Figure 1. Sequential cells coloured by netlist name.
(8 px per µm)
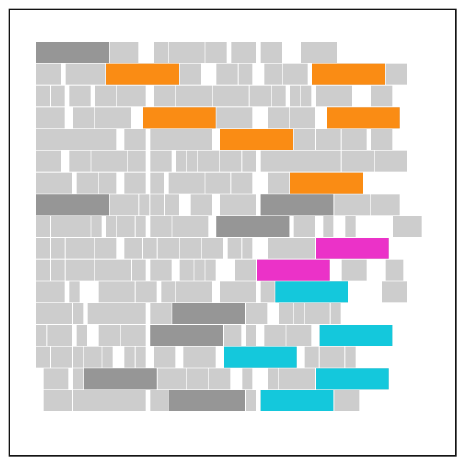
Figure 2. Routed clock nets over the placement.
(10 px per µm)
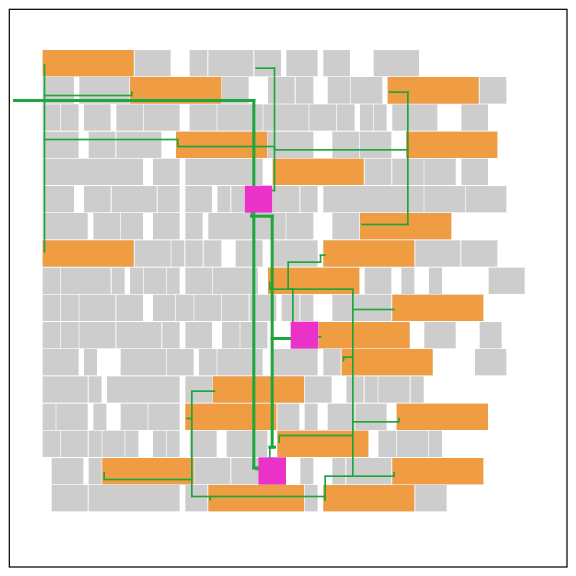
Figure 3. Placement by cell class.
(8 px per µm) Fill, decap, tap and diode cells in grey.
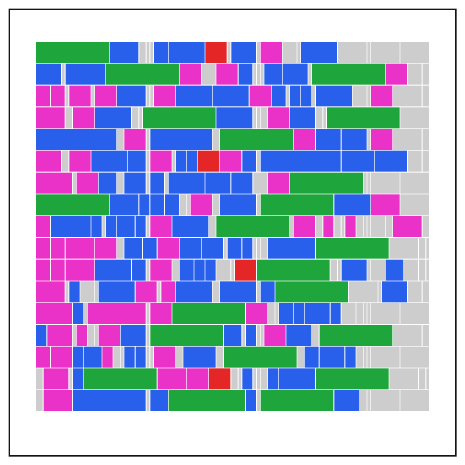
Figure 4. Supply network.
(6 px per µm) Pins as bars on the die edge.
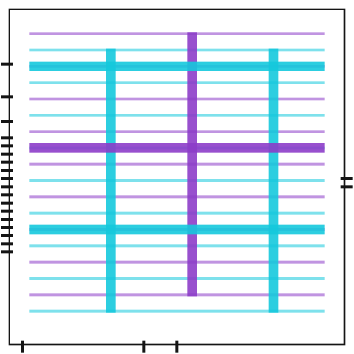
--- config.mk ---
export PLATFORM = sky130hd
export DESIGN_NAME = clock_field_ctrl
export DESIGN_NICKNAME = d
export VERILOG_FILES = /design/src/rtl/clock_ctrl_pkg.sv /design/src/rtl/clock_field_ctrl_btn_repeat.sv /design/src/rtl/clock_field_ctrl.sv
export SDC_FILE = /design/constraint.sdc
export NUM_CORES = 1
export LEC_CHECK = 0
export CAP_MARGIN = 20
export CORE_MARGIN = 3
export CORE_UTILIZATION = 51
export CTS_CLUSTER_SIZE = 40
export DETAILED_ROUTE_END_ITERATION = 8
export HOLD_SLACK_MARGIN = 0.08
export PLACE_DENSITY = 0.78
export RECOVER_POWER = 50
export SKIP_LAST_GASP = 1
export SLEW_MARGIN = 25
export SYNTH_ARGS = -nofsm -noshare
export SYNTH_HDL_FRONTEND = slang
export SYNTH_SLANG_ARGS = --single-unit
--- constraint.sdc ---
create_clock -name i_clk -period 1.9 [get_ports i_clk]
set_clock_uncertainty 0.05 [all_clocks]
set_input_delay 0.285 -clock i_clk [delete_from_list [all_inputs] [get_ports i_clk]]
set_output_delay 0.285 -clock i_clk [all_outputs]
set_load 0.01 [all_outputs]
--- src/rtl/clock_ctrl_pkg.sv ---
// Shared types, field indices and default parameter values for the clock field controller.
package clock_ctrl_pkg;

    typedef enum logic [0:0] {
        ST_RUN = 1'b0,
        ST_SET = 1'b1
    } state_e;

    localparam int FIELD_MS  = 0;
    localparam int FIELD_SEC = 1;
    localparam int FIELD_MIN = 2;
    localparam int FIELD_HR  = 3;

    localparam int DEF_N_FIELDS      = 4;
    localparam int DEF_TICK_DIV      = 1;
    localparam int DEF_REPEAT_DELAY  = 50;
    localparam int DEF_REPEAT_PERIOD = 10;
    localparam int DEF_BLINK_HALF    = 25;

    // Bits needed to hold 0..n-1, never less than one.
    function automatic int clog2_min1(input int n);
        return (n > 1) ? $clog2(n) : 1;
    endfunction

endpackage

--- src/rtl/clock_field_ctrl_btn_repeat.sv ---
// Up/down code edge detector with delayed auto-repeat; a clear suppresses pulses until the
// code changes again, so a held button never repeats onto a newly selected field.
module btn_repeat
    import clock_ctrl_pkg::*;
#(
    parameter int REPEAT_DELAY  = DEF_REPEAT_DELAY,
    parameter int REPEAT_PERIOD = DEF_REPEAT_PERIOD
) (
    input  logic       i_clk,
    input  logic       i_rst,
    input  logic       i_clr,
    input  logic [1:0] i_code,
    output logic       o_up,
    output logic       o_down
);

    localparam int CW = clog2_min1((REPEAT_DELAY > REPEAT_PERIOD) ? REPEAT_DELAY : REPEAT_PERIOD);
    localparam logic [CW-1:0] DELAY_LAST  = CW'(REPEAT_DELAY - 1);
    localparam logic [CW-1:0] PERIOD_LAST = CW'(REPEAT_PERIOD - 1);

    logic [1:0]    r_code_q;
    logic [CW-1:0] r_cnt;
    logic          r_armed;
    logic          r_period;

    logic          w_change;
    logic          w_single;
    logic          w_hit;
    logic          w_fire;
    logic [CW-1:0] w_limit;

    // Pulse decode: fresh code change fires at once, armed single-direction code fires on count.
    always_comb begin
        w_change = (i_code != r_code_q);
        w_single = i_code[1] ^ i_code[0];
        if (r_period) begin
            w_limit = PERIOD_LAST;
        end else begin
            w_limit = DELAY_LAST;
        end
        w_hit  = r_armed & ~w_change & (r_cnt == w_limit);
        w_fire = ~i_clr & (w_change | w_hit);
        o_up   = w_fire & i_code[1];
        o_down = w_fire & i_code[0];
    end

    // Code history and repeat counter; the code register tracks even while cleared.
    always_ff @(posedge i_clk or posedge i_rst) begin
        if (i_rst) begin
            r_code_q <= 2'b00;
            r_cnt    <= '0;
            r_armed  <= 1'b0;
            r_period <= 1'b0;
        end else begin
            r_code_q <= i_code;
            if (i_clr || w_change) begin
                r_armed  <= ~i_clr & w_single;
                r_cnt    <= '0;
                r_period <= 1'b0;
            end else if (w_hit) begin
                r_cnt    <= '0;
                r_period <= 1'b1;
            end else if (r_armed) begin
                r_cnt <= r_cnt + CW'(1);
            end else begin
                r_cnt <= '0;
            end
        end
    end

endmodule

--- src/rtl/clock_field_ctrl.sv ---
// Run/set controller for an N-field time counter chain: RUN forwards the prescaled tick and
// carries, SET lets the user pick a field and step it with auto-repeat while the display blinks.
module clock_field_ctrl
    import clock_ctrl_pkg::*;
#(
    parameter int N_FIELDS      = DEF_N_FIELDS,
    parameter int TICK_DIV      = DEF_TICK_DIV,
    parameter int REPEAT_DELAY  = DEF_REPEAT_DELAY,
    parameter int REPEAT_PERIOD = DEF_REPEAT_PERIOD,
    parameter int BLINK_HALF    = DEF_BLINK_HALF,
    localparam int SEL_W        = clog2_min1(N_FIELDS)
) (
    input  logic                i_clk,
    input  logic                i_rst,
    input  logic                i_set,
    input  logic                i_up,
    input  logic                i_down,
    input  logic                i_left,
    input  logic                i_right,
    input  logic [N_FIELDS-1:0] i_carry,
    output logic [N_FIELDS-1:0] o_up,
    output logic [N_FIELDS-1:0] o_down,
    output logic [SEL_W-1:0]    o_sel,
    output logic                o_setting,
    output logic                o_blink
);

    localparam int PW = clog2_min1(TICK_DIV);
    localparam int BW = clog2_min1(BLINK_HALF);
    localparam logic [PW-1:0]    PRE_LAST   = PW'(TICK_DIV - 1);
    localparam logic [BW-1:0]    BLINK_LAST = BW'(BLINK_HALF - 1);
    localparam logic [SEL_W-1:0] SEL_FIRST  = SEL_W'(1);
    localparam logic [SEL_W-1:0] SEL_LAST   = SEL_W'(N_FIELDS - 1);
    localparam logic             MOVABLE    = (N_FIELDS > 2);

    state_e           r_state;
    logic [SEL_W-1:0] r_sel;
    logic [PW-1:0]    r_pre_cnt;
    logic [BW-1:0]    r_blink_cnt;
    logic             r_blink;
    logic             r_left_q;
    logic             r_right_q;

    state_e           w_state_nxt;
    logic [SEL_W-1:0] w_sel_nxt;
    logic             w_set_active;
    logic             w_left_rise;
    logic             w_right_rise;
    logic             w_move_l;
    logic             w_move_r;
    logic             w_tick;
    logic             w_rep_clr;
    logic             w_rep_up;
    logic             w_rep_dn;
    logic             w_unused_carry;

    assign w_unused_carry = i_carry[N_FIELDS-1];

    // Next mode, selection moves and the repeat clear.
    always_comb begin
        w_state_nxt = r_state;
        case (r_state)
            ST_RUN: begin
                if (i_set) begin
                    w_state_nxt = ST_SET;
                end else begin
                    w_state_nxt = ST_RUN;
                end
            end
            ST_SET: begin
                if (!i_set) begin
                    w_state_nxt = ST_RUN;
                end else begin
                    w_state_nxt = ST_SET;
                end
            end
            default: w_state_nxt = ST_RUN;
        endcase

        w_set_active = (r_state == ST_SET) & i_set;
        w_left_rise  = i_left & ~r_left_q;
        w_right_rise = i_right & ~r_right_q;
        w_move_l     = MOVABLE & w_set_active & w_left_rise & ~w_right_rise;
        w_move_r     = MOVABLE & w_set_active & w_right_rise & ~w_left_rise;
        w_rep_clr    = ~w_set_active | w_move_l | w_move_r;
        w_tick       = (r_state == ST_RUN) & (r_pre_cnt == PRE_LAST);

        if (w_state_nxt != r_state) begin
            w_sel_nxt = SEL_FIRST;
        end else if (w_move_l) begin
            w_sel_nxt = (r_sel == SEL_LAST) ? SEL_FIRST : r_sel + SEL_W'(1);
        end else if (w_move_r) begin
            w_sel_nxt = (r_sel == SEL_FIRST) ? SEL_LAST : r_sel - SEL_W'(1);
        end else begin
            w_sel_nxt = r_sel;
        end
    end

    // Mode, selection, button history, prescaler and blink timing.
    always_ff @(posedge i_clk or posedge i_rst) begin
        if (i_rst) begin
            r_state     <= ST_RUN;
            r_sel       <= SEL_FIRST;
            r_pre_cnt   <= '0;
            r_blink_cnt <= '0;
            r_blink     <= 1'b0;
            r_left_q    <= 1'b0;
            r_right_q   <= 1'b0;
        end else begin
            r_state   <= w_state_nxt;
            r_sel     <= w_sel_nxt;
            r_left_q  <= i_left;
            r_right_q <= i_right;
            if (r_state == ST_RUN) begin
                r_pre_cnt   <= (r_pre_cnt == PRE_LAST) ? '0 : r_pre_cnt + PW'(1);
                r_blink_cnt <= '0;
                r_blink     <= i_set;
            end else begin
                r_pre_cnt <= '0;
                if (r_blink_cnt == BLINK_LAST) begin
                    r_blink_cnt <= '0;
                    r_blink     <= ~r_blink;
                end else begin
                    r_blink_cnt <= r_blink_cnt + BW'(1);
                end
            end
        end
    end

    btn_repeat #(
        .REPEAT_DELAY  (REPEAT_DELAY),
        .REPEAT_PERIOD (REPEAT_PERIOD)
    ) u_btn_repeat (
        .i_clk  (i_clk),
        .i_rst  (i_rst),
        .i_clr  (w_rep_clr),
        .i_code ({i_up, i_down}),
        .o_up   (w_rep_up),
        .o_down (w_rep_dn)
    );

    // Output decode; reset gates everything to zero without waiting for a clock.
    always_comb begin
        o_up      = '0;
        o_down    = '0;
        o_sel     = '0;
        o_setting = 1'b0;
        o_blink   = 1'b0;
        if (i_rst) begin
            o_up = '0;
        end else if (r_state == ST_RUN) begin
            o_up[0]            = w_tick;
            o_up[N_FIELDS-1:1] = i_carry[N_FIELDS-2:0];
        end else begin
            o_setting = 1'b1;
            o_sel     = r_sel;
            o_blink   = r_blink;
            if (i_set) begin
                o_down[0] = 1'b1;
                for (int k = 1; k < N_FIELDS; k++) begin
                    o_up[k]   = (r_sel == SEL_W'(k)) & w_rep_up;
                    o_down[k] = (r_sel == SEL_W'(k)) & w_rep_dn;
                end
            end else begin
                o_down = '0;
            end
        end
    end

endmodule

==> flow_metrics.py <==
# Generated from Yosys and OpenROAD reports
metrics = {
    "outcome": {
        "status": "finished, violations left",
        "violations": "setup timing",
    },
    "drt": {
        "drtPass1Iterations": 4,
        "wirelength_um": 3760,
        "first_iter_violations": 67,
        "drc": 0,
        "dr_total_vias": 1217,
        "antenna_left": 0,
    },
    "global_routing": {
        "grt_pass1_vias": 1203,
        "grt_pass1_wl_um": 5620,
        "antenna_found_initial": 0,
        "grt_max_degree": 22,
        "grt_use_total_pct": 22.9,
    },
    "synthesis": {
        "yosysTopAreaCell": "dfrtp_1",
        "syn_inst": 117,
        "yosysCellCount": 117,
        "async_flop_share_pct": 100,
        "postSynthAreaPerCell_um2": 10.7,
        "synth_top_area_share_pct": 39.8,
        "synthTopCellsByArea": "dfrtp_1 40%, ha_1 9.0%, nor3b_2 6.0%",
        "netlist_area_um2": 1260,
        "ys_seq_share_pct": 41.9,
        "edf_count": 0,
        "ys.warnings.count": 0,
    },
    "floorplan": {
        "floorplan.core_util_pct": 55.2,
        "chipArea_um2": 3090,
        "rows": 17,
        "io_pins": 23,
    },
    "clock_network": {
        "clk_pin_slew_worst_paths_ns": 0.13,
        "htree_levels": 1,
        "clock_sinks": 21,
        "numCtsBuffers": 3,
        "root_buffer": "clkbuf_4",
        "cts_max_path_buffers": 2,
    },
    "placement": {
        "io_buffers": 21,
        "gp_congestion": 0.934,
    },
    "critical_path": {
        "critPathSlowestCell": "dfrtp_1",
        "critPathKind": "reg2out",
        "crit_fanout": 6,
        "cp.arrival_ns": 1.75,
        "end_kind": "primary output",
        "cp.required_ns": 1.56,
        "worst-r2r-setup-slack_ns": 0.11,
    },
    "sta": {
        "slew_violations": 0,
        "fmax_mhz": 480,
        "worst_slack_ns": -0.182,
        "finalHoldViolations": 0,
        "finalSetupViolCount": 6,
        "fin_hold_ws_ns": 0.195,
        "grt_setup_unrepaired": "true",
    },
    "power": {
        "p_per_area_nw_per_um2": 523,
        "combPwrFrac_pct": 25.2,
        "pwr-share-clk_pct": 24.6,
        "power.leakage_uw": 0.000839,
        "switching_share_pct": 30.4,
        "internal-power_uw": 672,
    },
    "cells_and_area": {
        "fill_cells": 127,
        "insertedDiodeCount": 0,
        "layout-drive-gt1-share_pct": 40.9,
    },
    "min_path": {
        "hp-class": "in2reg",
    },
    "job": {
        "max-cap-violations": 0,
    },
}
Back to the opening pictures, Figure 1:
`u_btn_repeat.r_cnt` -> orange  # flops 6
`r_blink_cnt` -> cyan  # flops 5
`u_btn_repeat.r_code_q` -> magenta  # flops 2
post-layout util: 81.1%
P_seq: 484 µW
FF+latch area: 527 µm²
Seq/total area: 28.5%

Back to the opening pictures, Figure 2:
flip-flops -> orange  # count 21
cells driving clock nets -> magenta  # count 3
clock wires -> green  # length 301 µm
routed clock nets = 4
Clock Power: 237 µW
clk_lat worst skew: 0.32 ns

Back to the opening pictures, Figure 3:
all other logic -> blue  # cells 96, share of their area 44%
flip-flops -> green  # cells 21, share of their area 29%
clock drivers and dummy loads -> red  # cells 4, share of their area 1.7%
other buffers and delay cells -> magenta  # cells 60, share of their area 25%

Back to the opening pictures, Figure 4:
VSS -> cyan
VDD -> purple
signal pins = 23
met5 straps = 3
rows = 17
met4 straps = 3
total core area: 2280 µm²
Die Y: 55.6 µm
Die X: 55.6 µm
Max VDD drop: 0.448 mV

==> metal layers <==
layer	wire (µm)	vias to the layer above	track usage, %
met5	0	-	0
met4	181	0	7.29
met3	215	19	3.48
met2	1890	74	39.4
met1	1470	591	29.4
li1	-	533	-
==> area by class of cell <==
cell class	count	area, µm²	area share (%)
inverters	7	26.3	1.42
clock inverters	1	7.51	0.407
multi-input cells	89	768	41.6
flip-flops and latches	21	527	28.5
repair buffers	60	459	24.9
well taps	28	35.0	1.90
clock buffers	3	22.5	1.22
==> stage by stage <==
stage | total power [µW] | util, % | TNS, ns | std cells | setup slack (ns)
5_1_grt | 996 | 81.1 | -1.50 | 209 | -0.271
3_5_place_dp | 693 | 75.2 | -4.39 | 194 | -0.641
2_1_floorplan | 584 | - | 0 | 117 | 0.269
3_3_place_gp | 682 | 75.2 | -3.94 | 194 | -0.567
6_report | 965 | 81.1 | -1.00 | 209 | -0.182
4_1_cts | 943 | 80.4 | -0.808 | 204 | -0.187
==> final timing paths <==
check	cells after the start	to	from
min in group asynchronous	4	r_state$_DFF_PP0_	i_rst
max	7	o_down[3]	u_btn_repeat.r_cnt[1]$_DFF_PP0_
min reg2reg	1	r_blink_cnt[0]$_DFF_PP0_	r_blink_cnt[0]$_DFF_PP0_
max reg2reg	6	r_sel[1]$_DFFE_PP0P_	r_sel[0]$_DFFE_PP1P_
max in group asynchronous	4	u_btn_repeat.r_cnt[1]$_DFF_PP0_	i_rst
min	1	r_left_q$_DFF_PP0_	i_left
==> Yosys cell counts, types with 2 or more instances <==
| cell | count |
|---|---|
| a21oi_1 | 3 |
| a21oi_2 | 2 |
| and2_1 | 4 |
| dfrtp_1 | 20 |
| ha_1 | 9 |
| inv_1 | 7 |
| nand2_1 | 11 |
| nand3_1 | 4 |
| nand4bb_1 | 2 |
| nor2_1 | 9 |
| nor2b_4 | 2 |
| nor3_1 | 6 |
| nor3b_1 | 2 |
| nor3b_2 | 6 |
| o21ai_0 | 4 |
| o31ai_1 | 3 |
| xnor2_1 | 6 |
| xor2_1 | 4 |
==> sequential cells by signal (all words and copies together), names as in the netlist <==
name / cells
r_blink: 1
r_blink_cnt: 5
u_btn_repeat.r_code_q: 2
r_sel: 2
u_btn_repeat.r_cnt: 6
r_left_q: 1
u_btn_repeat.r_period: 1
r_state: 1
r_right_q: 1
u_btn_repeat.r_armed: 1
==> kinds of logic after synthesis <==
logic type	synth area share, %
adder cells (fa/ha/maj)	8.96
flip-flops	41.9
AND-OR/OR-AND	6.57
XOR/XNOR	9.16
AND/OR/NAND/NOR	30.4
buffers and inverters	2.09
multiplexers	0.896
==> timing repair <==
item	in CTS	in global routing
hold endpoints to repair	0	1
hold buffers	0	1
setup endpoints to repair	12	11
pin swaps	7	6
gates resized	46	5
buffers inserted	6	4
==> power by group through the flow <==
stage	sequential (µW)	combinational [µW]	clock (µW)
after floorplan	488	96.1	0
after global placement	489	193	0
after detailed placement	491	202	0
after CTS	483	224	236
after global routing	486	260	250
final	484	244	237
==> worst max-delay path, delay by kind of cell (launching register included) <==
kind                       cells  cell delay (ns)
DFF                            1             0.41
buffers and inverters          2             0.23
adders and majority gates      1             0.14
and+or+nand+nor                2             0.32
AOI/OAI and AO/OA              2             0.33
Power and IR drop assume default switching activity.
